$ cat config.mk
export PLATFORM = sky130hd
export DESIGN_NAME = dftprobe_tdo_deser_flat
export DESIGN_NICKNAME = d
export VERILOG_FILES = /design/src/rtl/dftprobe_tdo_deser_if.sv /design/src/rtl/dftprobe_tdo_deser.sv /design/src/flat_wrapper.sv
export SDC_FILE = /design/constraint.sdc
export NUM_CORES = 1
export LEC_CHECK = 0
export ABC_AREA = 1
export CORE_MARGIN = 2
export CORE_UTILIZATION = 47
export CTS_CLUSTER_DIAMETER = 80
export DETAILED_ROUTE_END_ITERATION = 8
export HOLD_SLACK_MARGIN = 0.03
export PLACE_DENSITY = 0.76
export SYNTH_ARGS = -nofsm -noshare
export SYNTH_HDL_FRONTEND = slang
export SYNTH_SLANG_ARGS = --single-unit
$ cat constraint.sdc
create_clock -name clk -period 1.3 [get_ports clk]
set_input_delay 0.195 -clock clk [delete_from_list [all_inputs] [get_ports clk]]
set_output_delay 0.195 -clock clk [all_outputs]
set_load 0.03 [all_outputs]
$ cat src/rtl/dftprobe_tdo_deser_if.sv
// Captured-word handshake bundle for dftprobe_tdo_deser.
// dout_par exists only when DFTTDO_PARITY_EN is defined.
interface dftprobe_tdo_deser_if #(
    parameter int unsigned WIDTH = 8
);
    logic [WIDTH-1:0] dout;
    logic             dout_valid;
    logic             dout_ready;
    logic             ovf;
`ifdef DFTTDO_PARITY_EN
    logic             dout_par;
`endif

    modport master (
        output dout,
        output dout_valid,
        output ovf,
`ifdef DFTTDO_PARITY_EN
        output dout_par,
`endif
        input  dout_ready
    );

    modport slave (
        input  dout,
        input  dout_valid,
        input  ovf,
`ifdef DFTTDO_PARITY_EN
        input  dout_par,
`endif
        output dout_ready
    );
endinterface

$ cat src/rtl/dftprobe_tdo_deser.sv
// Scan-out capture probe: packs tdo_encore LSB-first into WIDTH-bit words behind valid/ready.
// Optional registered even parity on dout when DFTTDO_PARITY_EN is defined.
module dftprobe_tdo_deser #(
    parameter int unsigned WIDTH = 8
) (
    input  logic                  clk,
    input  logic                  rstn,
    input  logic                  tdo_encore,
    input  logic                  ten_encore,
    input  logic                  clr,
    dftprobe_tdo_deser_if.master  bus,
    input  logic                  CELG,
    input  logic                  CELSUB,
    input  logic                  CELV
);
    localparam int unsigned CntW = (WIDTH > 1) ? $clog2(WIDTH) : 1;
    localparam logic [CntW-1:0] LastBit = CntW'(WIDTH - 1);

    typedef enum logic {StIdle, StShift} mode_e;

    logic [WIDTH-1:0] shreg;
    logic [CntW-1:0]  bcnt;
    logic [WIDTH-1:0] hold;
    logic             hold_valid;
    logic             ovf_flag;
    logic [WIDTH-1:0] cand;
    logic             can_load;
    mode_e            mode;
`ifdef DFTTDO_PARITY_EN
    logic             par;
`endif

    // Mode is implied by the enable pin; there is no separate state register.
    assign mode     = ten_encore ? StShift : StIdle;
    assign cand     = {tdo_encore, shreg[WIDTH-1:1]};
    assign can_load = !hold_valid || bus.dout_ready;

    always_ff @(posedge clk or negedge rstn) begin
        if (!rstn) begin
            shreg      <= '0;
            bcnt       <= '0;
            hold       <= '0;
            hold_valid <= 1'b0;
            ovf_flag   <= 1'b0;
`ifdef DFTTDO_PARITY_EN
            par        <= 1'b0;
`endif
        end else begin
            if (hold_valid && bus.dout_ready) begin
                hold_valid <= 1'b0;
            end
            if (clr) begin
                ovf_flag <= 1'b0;
            end
            unique case (mode)
                StShift: begin
                    shreg <= cand;
                    if (bcnt == LastBit) begin
                        bcnt <= '0;
                        if (can_load) begin
                            hold       <= cand;
                            hold_valid <= 1'b1;
`ifdef DFTTDO_PARITY_EN
                            par        <= ^cand;
`endif
                        end else begin
                            // Drop beats clear when both land on the same edge.
                            ovf_flag <= 1'b1;
                        end
                    end else begin
                        bcnt <= bcnt + CntW'(1);
                    end
                end
                StIdle: begin
                    bcnt <= '0;
                end
                default: begin
                    bcnt <= '0;
                end
            endcase
        end
    end

    assign bus.dout       = hold;
    assign bus.dout_valid = hold_valid;
    assign bus.ovf        = ovf_flag;
`ifdef DFTTDO_PARITY_EN
    assign bus.dout_par   = par;
`endif

    // Power pins and the shifted-out LSB carry no logic function.
    logic unused_bits;
    assign unused_bits = CELG ^ CELSUB ^ CELV ^ shreg[0];
endmodule

$ cat src/flat_wrapper.sv
// flat-port wrapper written by rule: the top's interface ports become plain ports
module dftprobe_tdo_deser_flat 
#(
    parameter int unsigned WIDTH = 8
)
  (clk, rstn, tdo_encore, ten_encore, clr, CELG, CELSUB, CELV, bus_dout, bus_dout_valid, bus_ovf, bus_dout_ready);
  dftprobe_tdo_deser_if #(.WIDTH(WIDTH)) bus_i ();
  input  logic clk;
  input  logic rstn;
  input  logic tdo_encore;
  input  logic ten_encore;
  input  logic clr;
  input  logic CELG;
  input  logic CELSUB;
  input  logic CELV;
  output wire logic [$bits(bus_i.dout)-1:0] bus_dout;
  output wire logic [$bits(bus_i.dout_valid)-1:0] bus_dout_valid;
  output wire logic [$bits(bus_i.ovf)-1:0] bus_ovf;
  input wire logic [$bits(bus_i.dout_ready)-1:0] bus_dout_ready;
  assign bus_dout = bus_i.dout;
  assign bus_dout_valid = bus_i.dout_valid;
  assign bus_ovf = bus_i.ovf;
  assign bus_i.dout_ready = bus_dout_ready;
  dftprobe_tdo_deser #(.WIDTH(WIDTH)) u_core (.clk(clk), .rstn(rstn), .tdo_encore(tdo_encore), .ten_encore(ten_encore), .clr(clr), .bus(bus_i), .CELG(CELG), .CELSUB(CELSUB), .CELV(CELV));
endmodule
Fig. 1: congestion heat map
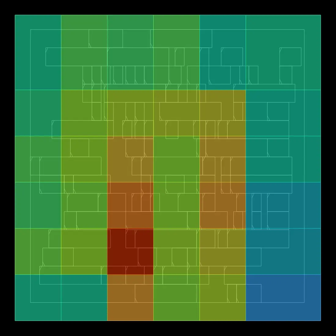
Avg WL per Cell: 10.6 um
global-route usage over all layers: 0.158
met3 Use GR: 0.0357
grt met1 use: 0.190
final core utilization: 0.612

Fig. 2: sequential cells coloured by netlist name
Other sequential cells in the stronger grey, the rest of the logic in the fainter grey.
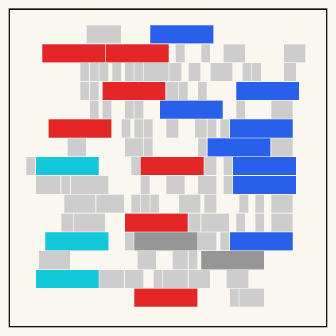
Blue shows u_core.bus.dout, placed flops 8. Red shows u_core.shreg, placed flops 7. Cyan shows u_core.bcnt, placed flops 3.
Another 2 sequential cells are not coloured.
flop share of the area: 0.490
Flop area: 500 um^2
P_seq: 702 uW

Fig. 3: metal layers overlaid
Only two layers are drawn.
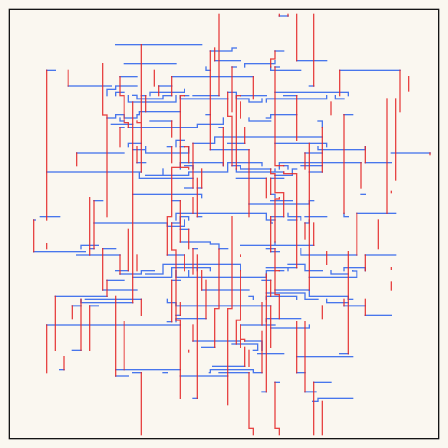
Red shows metal 2, wire length 596 um. Blue shows metal 1, wire length 608 um.
drt total wl: 1280 um
via count: 584

==> flow_summary_export.csv <==
group,metric,value,unit
yosys,netlist_logic_family_top,"simple AND/OR/NAND/NOR gates",
global_routing,grt_overflow,0,
critical_path,cp.depth,1,
critical_path,endpoint,"bus_dout[3]",
global_routing,grt-busiest-layer,"met2",
finish,layout_top_cell,"nand2_1",
critical_path,reg2reg_from,"u_core.bcnt[0]$_DFF_PN0_",
status,status,"complete, no violations",
yosys,synth_nets,95,
final_timing,holdWs,0.217,ns
yosys,xor_area_frac,0,
yosys,syn_area_per_cell,9.84,um^2
yosys,simple_gate_share,0.282,
global_routing,grt_pass1_wl,2270,um
placed_design,place_ws,0.0471,ns
power_and_ir_drop,cellLeakagePower,0.000610,uW
clocking,cts_buffers,3,
global_routing,grt_max_degree,21,
global_routing,grt_pass1_vias,541,
hold_path,hp-class,"input pin to asynchronous set/reset pin",
critical_path,cp_max_fo,2,
final_timing,slew_headroom,0.801,
clocking,htreeDepth,1,
route,drc,0,
final_timing,setup_viol,0,
critical_path,slowest_delay,0.40,ns
yosys,yosys_warnings,0,
global_routing,antenna_found_initial,0,
final_timing,postLayoutSetupSlackWorst,0.0549,ns
Fig. 4: supply network
The bar under the picture is 10 um long. Pins as bars on the die edge. Tap cells in grey.
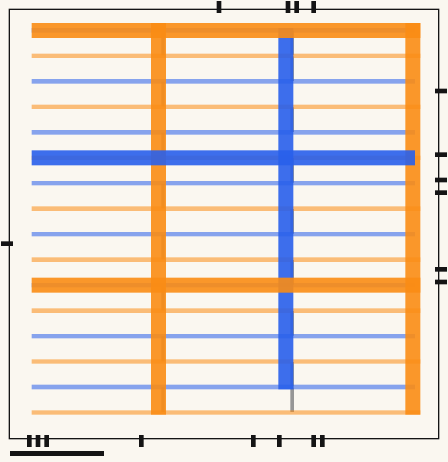
Blue shows VDD. Orange shows VSS.
17 tap cells. The core has 15 rows. 3 straps on met5.
Die H: 45.7 um
Max VDD drop: 605 uV
core box area: 0.00167 mm^2
Die X-Extent: 45.7 um

Fig. 5: close-up of the layout
Window x 21 to 46, y 0 to 25 um. Cells in grey, sequential cells in the stronger grey; small squares are vias.
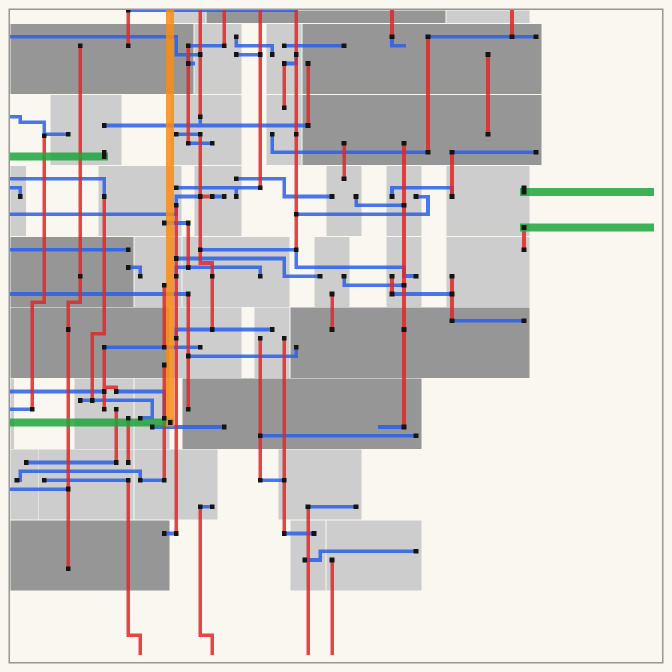
Orange shows metal 4. Blue shows metal 1. Red shows metal 2. Green shows metal 3.
Netlist names of flops here include u_core.bus.dout (3), u_core.shreg (3). 33 logic cells have their middle in the window. Most frequent: nand2_1 (8), dfrtp_1 (8), dlygate4sd2_1 (4). Sequential cells in the window: 8.

where the power goes:
part / total (uW) / switching (uW) / internal [uW]
combinational: 139 / 82.3 / 56.4
clock: 351 / 180 / 170
sequential: 702 / 31.0 / 671
synth_stat cells (all sizes together):
library cell and n:
nand2 42, buf 2, nand3 8, inv 5
ha 3, dfrtp 20, o22ai 1, nor3 1
nor3b 1
area by class of cell:
type                       count  area [um^2]
multi-input combinational     56          277
inverter                       5         23.8
clock buffer                   4         36.3
sequential                    20          500
fill                         156          648
tap                           17         21.3
timing repair buffer          19          164
worst register-to-register path, delay by kind of cell, from the launching register on:
kind,cells,cell delay [ns]
adder cells (fa/ha/maj),2,0.41
flip-flops,1,0.40
AND/OR/NAND/NOR,4,0.30
buffers and inverters,1,0.05
Power is estimated from default activity; no workload was simulated.
